Fig. 1: logic cells by family
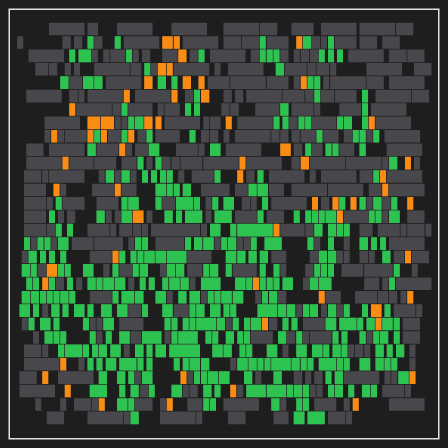
Fig. 2: placed cells, one colour a class
The bar under the picture is 20 um long.
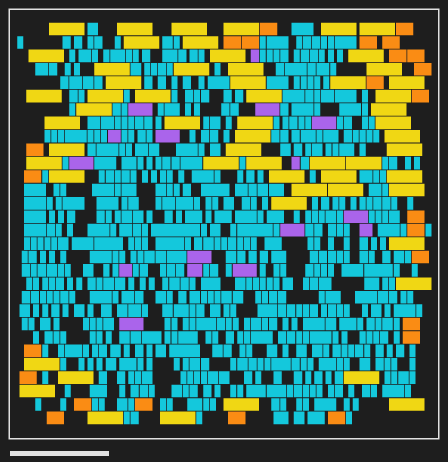
Fig. 3: register map, names as in the netlist
The bar under the picture is 20 um long. Other sequential cells in the stronger grey, the rest of the logic in the fainter grey.
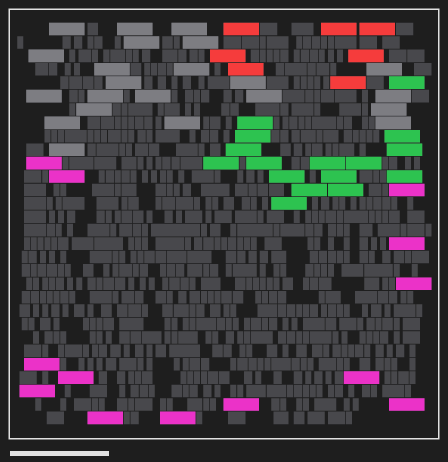
Fig. 4: congestion heat map
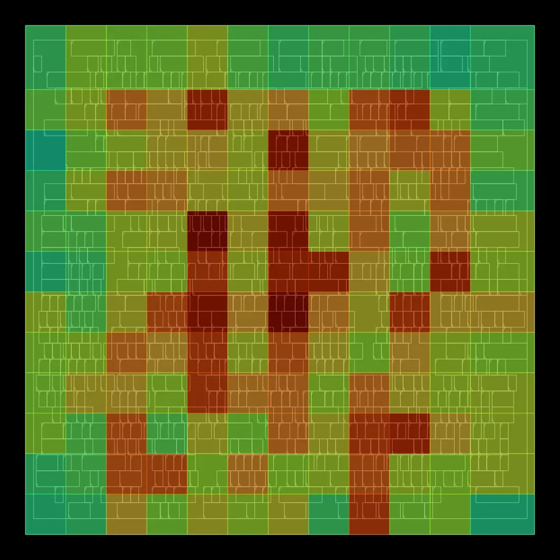
File: config.mk
export PLATFORM = sky130hd
export DESIGN_NAME = sseg_display_flat
export DESIGN_NICKNAME = d
export VERILOG_FILES = /design/src/rtl/sseg_display_if.sv /design/src/rtl/sseg_display.sv /design/src/flat_wrapper.sv
export SDC_FILE = /design/constraint.sdc
export NUM_CORES = 1
export LEC_CHECK = 0
export ABC_AREA = 1
export CORE_UTILIZATION = 66
export DETAILED_ROUTE_END_ITERATION = 16
export PLACE_DENSITY_LB_ADDON = 0.2
export SYNTH_ARGS = -nofsm -noshare
export SYNTH_HDL_FRONTEND = slang
export SYNTH_SLANG_ARGS = --single-unit
File: constraint.sdc
create_clock -name clk -period 14.3 [get_ports clk]
set_input_delay 3.575 -clock clk [delete_from_list [all_inputs] [get_ports clk]]
set_output_delay 3.575 -clock clk [all_outputs]
set_load 0.01 [all_outputs]
File: src/rtl/sseg_display_if.sv
// sseg_display_if: value-in / segment-and-anode-out bundle for the seven-segment driver
// Signals: data (13-bit value to show), sseg (active-low {dp,g,f,e,d,c,b,a}), an (active-low anodes, an[0]=units)
interface sseg_display_if;
  logic [12:0] data;
  logic [7:0]  sseg;
  logic [3:0]  an;
  modport master (output data, input sseg, an);
  modport slave  (input data, output sseg, an);
endinterface

File: src/rtl/sseg_display.sv
// sseg_display: 4-digit multiplexed common-anode seven-segment driver for a 13-bit binary value
// Ports: clk, reset (sync active-high), bus.slave (data in; sseg/an out, registered, active-low)
module sseg_display #(
  parameter int DIGIT_CYCLES  = 50000,
  parameter bit BLANK_LEADING = 1'b1
) (
  input logic     clk,
  input logic     reset,
  sseg_display_if.slave bus
);
  localparam int CW = DIGIT_CYCLES > 1 ? $clog2(DIGIT_CYCLES) : 1;
  localparam logic [CW-1:0] LAST = CW'(DIGIT_CYCLES - 1);

  // Max value 8191 keeps the thousands nibble at 8, so 16 bits never overflow.
  function automatic logic [15:0] dd(input logic [12:0] b);
    logic [15:0] r;
    r = '0;
    for (int i = 12; i >= 0; i--) begin
      for (int k = 0; k < 4; k++)
        if (r[4*k +: 4] > 4'd4) r[4*k +: 4] = r[4*k +: 4] + 4'd3;
      r = {r[14:0], b[i]};
    end
    return r;
  endfunction

  function automatic logic [7:0] seg(input logic [3:0] d);
    case (d)
      4'd0: seg = 8'hC0;
      4'd1: seg = 8'hF9;
      4'd2: seg = 8'hA4;
      4'd3: seg = 8'hB0;
      4'd4: seg = 8'h99;
      4'd5: seg = 8'h92;
      4'd6: seg = 8'h82;
      4'd7: seg = 8'hF8;
      4'd8: seg = 8'h80;
      4'd9: seg = 8'h90;
      default: seg = 8'hFF;
    endcase
  endfunction

  logic [12:0]   data_q;
  logic [15:0]   bcd_q, bcd_d;
  logic [CW-1:0] cnt_q, cnt_d;
  logic [1:0]    idx_q, idx_d;
  logic [3:0]    an_q, an_d;
  logic [7:0]    sseg_q, sseg_d;
  logic [3:0]    blank;
  logic          last;

  always_comb begin
    bcd_d  = dd(data_q);
    last   = cnt_q == LAST;
    cnt_d  = last ? '0 : cnt_q + 1'b1;
    idx_d  = last ? idx_q + 2'd1 : idx_q;
    // Digit k is blank when it and every more-significant digit are zero; units never blank.
    blank  = {bcd_q[15:12] == 4'd0, bcd_q[15:8] == 8'd0, bcd_q[15:4] == 12'd0, 1'b0};
    an_d   = ~(4'b0001 << idx_q);
    sseg_d = (BLANK_LEADING && blank[idx_q]) ? 8'hFF : seg(bcd_q[4*idx_q +: 4]);
  end

  always_ff @(posedge clk) begin
    if (reset) begin
      data_q <= '0;
      bcd_q  <= '0;
      cnt_q  <= '0;
      idx_q  <= '0;
      an_q   <= 4'hF;
      sseg_q <= 8'hFF;
    end else begin
      data_q <= bus.data;
      bcd_q  <= bcd_d;
      cnt_q  <= cnt_d;
      idx_q  <= idx_d;
      an_q   <= an_d;
      sseg_q <= sseg_d;
    end
  end

  assign bus.an   = an_q;
  assign bus.sseg = sseg_q;
endmodule

File: src/flat_wrapper.sv
// flat-port wrapper written by rule: the top's interface ports become plain ports
module sseg_display_flat 
#(
  parameter int DIGIT_CYCLES  = 50000,
  parameter bit BLANK_LEADING = 1'b1
)
  (clk, reset, bus_data, bus_sseg, bus_an);
  sseg_display_if bus_i ();
  input logic clk;
  input logic reset;
  input wire logic [$bits(bus_i.data)-1:0] bus_data;
  output wire logic [$bits(bus_i.sseg)-1:0] bus_sseg;
  output wire logic [$bits(bus_i.an)-1:0] bus_an;
  assign bus_i.data = bus_data;
  assign bus_sseg = bus_i.sseg;
  assign bus_an = bus_i.an;
  sseg_display #(.DIGIT_CYCLES(DIGIT_CYCLES), .BLANK_LEADING(BLANK_LEADING)) u_core (.clk(clk), .reset(reset), .bus(bus_i));
endmodule
==> flow_summary_export.csv <==
group,metric,value,unit
critical_path,timing.critical_path.max_delay_family,"simple AND/OR/NAND/NOR gates",
route,vias_per_cell,5.13,
synth,synth-async-reset-ratio,0,%
global_route,grt_pass1_wl,15900,um
finish,logic_gates,553,
synth,synthDominantCellAreaShare,24.5,%
sta,postLayoutSetupSlackWorst,8.35,ns
synth,xor_area_share,2.37,%
clock_network,cts.repair_timing.setup_buffer_count,0,
min_path,holdCritStartpoint,"u_core.data_q[0]$_SDFF_PP0_",
critical_path,slowest_stage,"dfxtp_1",
route,routedLengthMet1,3900,um
synth,synth_area_leader_cell,"dfxtp_1",
route,route.vias.total,4446,
sta,finalSetupViolations,0,
floorplanning,die_h,86.8,um
critical_path,critPathLaunch,"u_core.data_q[10]$_SDFF_PP0_",
route,drt-pass1-iter-count,5,
global_route,global_route.usage.total,26.1,%
critical_path,worstSetupStartpointType,"flip-flop",
min_path,hold_path_class,"flip-flop to flip-flop",
global_route,overflow,0,
synth,floorplan.nets,787,
finish,ratio_of_cells_with_drive_above_1_in_the_final_layout,16.0,%
place,post-place-ws,8.07,ns
finish,syn_to_final_growth,10.9,%
critical_path,worst_setup_path_endpoint,"u_core.bcd_q[13]$_SDFF_PP0_",
synth,synth.avg_cell_area,6.45,um2
clock_network,cts-root-buf,"clkbuf_8",
synth,synth.logic.top_family,"simple AND/OR/NAND/NOR gates",
critical_path,worst-path-buf-inv,11,
finish,antenna_fix_cells,0,
sta,hold_slack,0.419,ns
clock_network,clock-sinks,58,
synth,ys_warn_count,0,
synth,post-synth-top-count-cell,"nand2_1",
sta,max-slew-margin-rel,44.4,%
synth,yosys_stat_cell_total,736,
route,detailedRoute.firstIterationViolations,178,
sta,tightest_slew,0.831,ns
floorplanning,floorplan.io_pins,27,
finish,signal_buffer_area_fraction,4.75,%
synth,synth.cellmix.simpleShare,43.6,%
route,highest_metal_layer_used_by_the_detailed_router,"met4",
critical_path,timing.critical_path.fanout_max,6,
synth,yosysChipArea,4750,um2
outcome,status,"completed",
critical_path,rr_startpoint,"u_core.data_q[10]$_SDFF_PP0_",
global_route,vias_in_the_first_global_route,4071,
floorplanning,n_tap_cell,96,
synth,synth_adder_area_share,9.49,%
sta,finalSetupTns,0,ns
run,drv_cap,0,
critical_path,slack_of_the_worst_reg_to_reg_path,8.35,ns
sta,finalHoldViolations,0,
route,antenna_left,0,
floorplanning,chipArea,7540,um2
route,route.met3.wl,341,um
global_route,pin_count_of_the_biggest_net_entering_global_routing,20,
clock_network,numCtsBuffers,9,
place,gpl.final_weighted_congestion,0.821,
finish,combGateArea,3110,um2
sta,grt_setup_unrepaired,"false",
finish,clock_buffer_count,10,
floorplanning,core_area,6870,um2
min_path,min_to,"u_core.bcd_q[0]$_SDFF_PP0_",
clock_network,clk_pin_slew_worst_paths,0.08,ns
synth,top_cells_by_area,"dfxtp_1 24%, nand2_1 16%, ha_1 9.5%",
finish,seq_cell_count,58,
sta,max_freq,0.168,GHz
clock_network,insertion_delay_late_pin,0.35,ns
route,routed-wl-met2,4670,um
global_route,antenna_found_initial,0,
sta,final.period_utilization,41.6,%
synth,edf_count,0,
finish,clock_cell_area_share,3.40,%
synth,compound_area_share,9.99,%
place,dpl-instance-area,5090,um2
finish,fraction_of_area_in_multi_input_gates,59.1,%
floorplanning,initial_core_utilization,69.1,%
sta,final_period_minus_worst_setup_slack,5.95,ns
finish,highest_count_logic_cell_in_the_final_layout,"nand2_1",
run,warning_count,50,
finish,finish.cell_count_without_fillers,866,
synth,ys_top_cells_by_count,"208 x nand2_1, 96 x inv_1, 77 x nand3_1",
route,finalWirelength,9040,um
clock_network,cts-hold-fix-buffers,0,
route,route.detailed.drc,0,
place,buffer_ports.inserted,25,
critical_path,path_class,"flip-flop to flip-flop",
synth,synth_cell_types,52,
critical_path,cpPeakStageDelay,0.39,ns
clock_network,h-tree-depth,3,
floorplanning,dieWidth,86.8,um
critical_path,timing.critical_path.mode_cell,"nand2_2",
synth,synth_flops,58,
finish,final_core_utilization,76.7,%
finish,non_clock_buffer_count,25,
finish,largestClassByArea,"logic gates",
sta,drv_slew,0,
floorplanning,rows,30,
Notes on Fig. 1 above:
Orange marks nor cells, cells 61, where widely spread. Green marks nand cells, cells 364.

Notes on Fig. 2 above:
Cyan marks combinational and other logic, cells 671. Purple marks clock drivers and dummy loads, cells 16. Orange marks remaining buffers and delay cells, cells 25. Yellow marks sequential cells, cells 58.

Notes on Fig. 3 above:
Magenta marks u_core.data_q, flops 13. Green marks u_core.bcd_q, flops 16. Red marks u_core.bus.sseg, flops 7, where upper right.
Another 22 sequential cells are not coloured.
fraction of standard cell area that is sequential: 22.0%

Notes on Fig. 4 above:
met1 track demand over resource: 28.1%
detail-routed net length per standard cell: 10.4 um
global routing met3 resource utilization: 5.14%
gr busiest metal: met2
met2 Usage GRT: 49.1%

